==> config.mk <==
export PLATFORM = sky130hd
export DESIGN_NAME = ysyx_22050598_fwd_scoreboard
export DESIGN_NICKNAME = d
export VERILOG_FILES = /design/src/rtl/ysyx_22050598_fwd_scoreboard_pkg.sv /design/src/rtl/ysyx_22050598_fwd_sel.sv /design/src/rtl/ysyx_22050598_fwd_scoreboard.sv
export SDC_FILE = /design/constraint.sdc
export NUM_CORES = 1
export LEC_CHECK = 0
export CAP_MARGIN = 20
export CORE_AREA = 5 5 215 217
export DETAILED_ROUTE_END_ITERATION = 7
export DIE_AREA = 0 0 220 222
export PLACE_DENSITY_LB_ADDON = 0.15
export SETUP_SLACK_MARGIN = 0.5
export SLEW_MARGIN = 20
export SYNTH_ARGS = -nofsm -noshare
export SYNTH_HDL_FRONTEND = slang
export SYNTH_SLANG_ARGS = --single-unit
==> constraint.sdc <==
create_clock -name clk -period 5 [get_ports clk]
set_input_delay 1 -clock clk [delete_from_list [all_inputs] [get_ports clk]]
set_output_delay 1 -clock clk [all_outputs]
set_load 0.05 [all_outputs]
Signal wires on met1:
Scale bar: 50 microns.
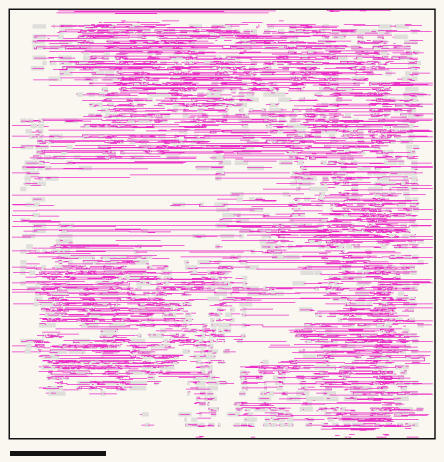
1816 nets have wire on it. The layer holds 42% of the routed length. The longest straight run is 118 microns. The layer carries 28.9 mm of wire.
Global Route met1 Usage: 34.46%
final wirelength: 68790 microns
Via Count: 11308

Signal wires on met2:
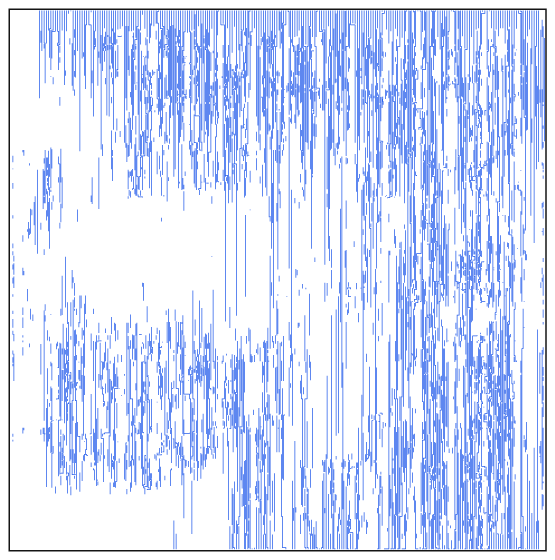
The wires run mostly vertical. The longest straight run is 96.6 microns.
met2 Track Usage GR: 42.39%

The metal 3 layer:
Scale bar: 50 microns.
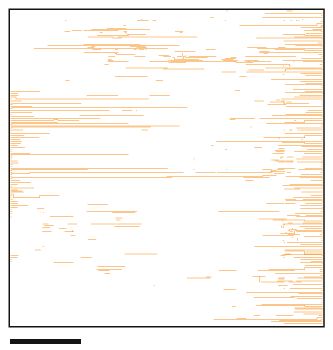
The wires run mostly horizontal. The layer holds 9.6% of the routed length. The layer carries 6630 microns of wire.
GR Util met3: 8.303%

The metal 4 layer:
Scale bar: 50 microns.
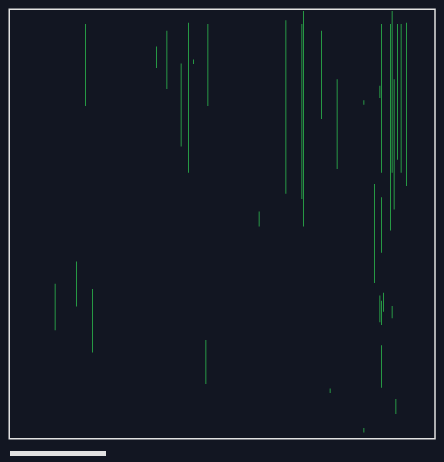
The layer holds 2.1% of the routed length. 36 nets have wire on it. The layer carries 1470 microns of wire.

The clock network:
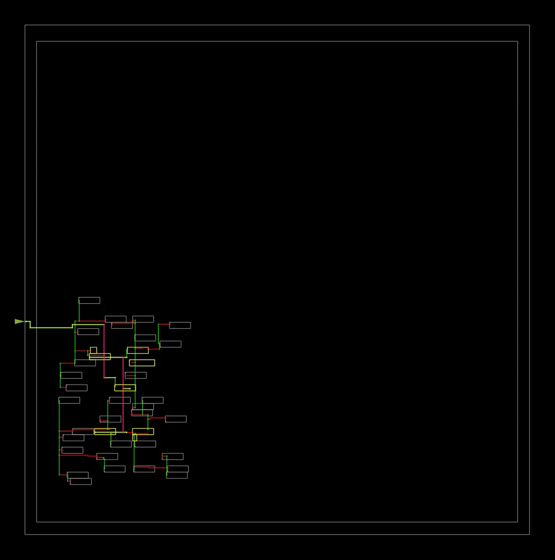
final worst clock skew: 4.406 ps
seq_cells: 32

==> results.toml <==
# synthesis and place-and-route metrics
[cells_and_area]
fill_cells = 4396
drive_above_1_share_pct = 27.83
ff_latch_area_sq_um = 800.8
layout_top_cells = "clkdlybuf4s50_1 (400), mux2i_1 (203), buf_12 (154)"
final_core_util_pct = 40.22
stdcell_count = 2163
final_common_cell = "clkdlybuf4s50_1"
logic_area_sq_um = 7219
area_delta_synth_final_pct = 124.5
largest_reg_flops = 32
nets = 1988
fin_area_sq_um = 17670

[routing]
ant_nets = 0
wl_per_cell_microns = 31.80
drtIter0Drc = 1133
viasPerCell = 5.228
first_pass_iters = 5
drc = 0

[run_status]
status = "finished, final reports clean"

[die]
die_area_sq_um = 48840
fp-utilization_pct = 17.91
ios = 564
die_h_microns = 222
chipWidth_microns = 220
rows = 77
core_sq_um = 43930

[synthesis]
ys_seq_share_pct = 10.17
synth_stat.cells = 935
synth_top_flop_cell = "dfrtp_1"
syn_area_per_cell_sq_um = 8.417
synthesis.area_sq_um = 7870
syn-num-nets = 1368
edf_count = 0
synthArstFlopShare_pct = 100.0
ys_area_sq_um = 7870
numSynthFlops = 32
ys_warn_count = 0
synthCells = 935
synthDistinctLibCells = 49

[timing]
slew_viol_final = 0
finalSetupViolations = 0
finalHoldViolCount = 0
rsz0062_at_grt = "yes"
tns_ps = 0
min_period_ps = 4463
maxSlewHeadroom_pct = 56.00
max_freq_mhz = 224.0
worstMarginPinSlew_ps = 641.6
fin_crit_sh_pct = 89.27
finalWorstSetupSlack_ps = 536.5
holdWs_ps = 561.1

[critical_path]
crit_path_cell_trace = "buf_4 -> xor2_4 -> nor4_4 -> buf_4 -> and3_4 -> or3_4 -> or2_4 -> buf_12 -> buf_4 -> mux2i_1 -> mux2i_1 -> buf_4 -> buf_12"
setup.worst_path.end_class = "output pin"
reg2reg_slack_ps = 2290
slowest_stage = "or3_4"
start_kind = "primary input"
crit_required_ps = 4000
critical_path.most_common_cell = "buf_4"
slowest_delay_ps = 330
critPathArrivalTime_ps = 3460
criticalPathCategory = "primary input to output pin"
critical_path.max_fanout = 5
reg2regPathDepth = 8

[place]
dpl_cell_area_sq_um = 16190
pre_cts_slack_ps = -322.1
gp_congestion = 0.9782
dp.cells = 2083
hpwl_microns = 54390
port_buffers = 562

[clock_tree]
cts.sinks = 32
cts_tree = "yes"
clock_latency_ps = 280
holdBufCountCts = 0
cts_root_buf = "clkbuf_16"
h-tree-depth = 2
ctsLongestPathBuffers = 2
cts-buffers-inserted = 5
path_clk_slew_ps = 50

[hold_path]
min_path_cells = 2
hold_class = "register to register"

[run]
warnings = 28
drv_cap = 0

[global_route]
track_usage_pct = 26.26
grt-ovfl-total = 0
grt_first_pass_wirelength_microns = 93630
grt_pass1_vias = 11597
grt_max_degree = 67
antenna_found_initial = 20

[pwr]
vdd_drop_max_mv = 0.1432
p_leak_nw = 7.264
finalPower_mw = 2.132
p_per_area_nw_per_um2 = 120.7
## cells by family after synthesis
kind of cell	count (synthesis)	synth area share, %
mux	281	37.27
buf+inv	108	6.757
simple gates	147	10.73
xor+xnor	40	4.452
flops	32	10.17
other cells	1	0.04765
compound gates	326	30.57
## repair_timing
item	4_1_cts	5_1_grt
cloned	7	1
endpoints found under the setup margin	129	92
setup buffers	38	11
resized	147	90
pin swaps	14	23
## report_power, final
group	leakage (nW)	internal (mW)	switching, mW
Sequential	0.447	0.261	0.00207
Combinational	6.74	0.779	0.739
Clock	0.0799	0.234	0.117
## area by class of cell
class,instances,area share (%)
sequential,32,4.532
tap,592,4.192
inverter,1,0.02124
clock buffer,5,0.7081
timing repair buffer,720,49.24
multi-input combinational,795,40.86
antenna,15,0.2124
clock inverter,3,0.2407
## critical path, delay by kind of cell
family	cells	cell delay [ps]
xor+xnor	1	180
buf+inv	6	960
mux	2	430
simple gates	4	870
## per-layer routing
metal / vias to the layer above / wire length [microns] / global-route usage [%]
met5: - / 49 / 0
met4: 8 / 1468 / 5.557
met3: 75 / 6633 / 8.303
met2: 592 / 31780 / 42.39
met1: 5605 / 28870 / 34.46
li1: 5028 / - / -
## synthesized netlist by cell type, types with 3 or more instances
library cell  count  area, sq um
mux2i_1         272         2723
o21ai_0         147        735.7
a221o_1         128         1281
clkbuf_1         51        191.4
buf_2            35        175.2
nand2_1          33        123.9
dfrtp_1          32        800.8
o31ai_1          31        232.7
nor2b_1          22        137.6
xnor2_1          20        175.2
xor2_1           20        175.2
nand3b_1         19        142.6
nor4_1           13        81.33
nand3_1          12        60.06
buf_4            11        82.58
nor2_1            9        33.78
nand4_1           8        50.05
mux4_2            7        157.7
nor3_1            5        25.02
nor3b_1           5        37.54
and3_1            4        25.02
buf_1             4        15.01
buf_6             4        45.04
o22ai_1           4        25.02
or2_2             4        25.02
nand2b_1          3        18.77
Power is estimated from default activity; no workload was simulated.
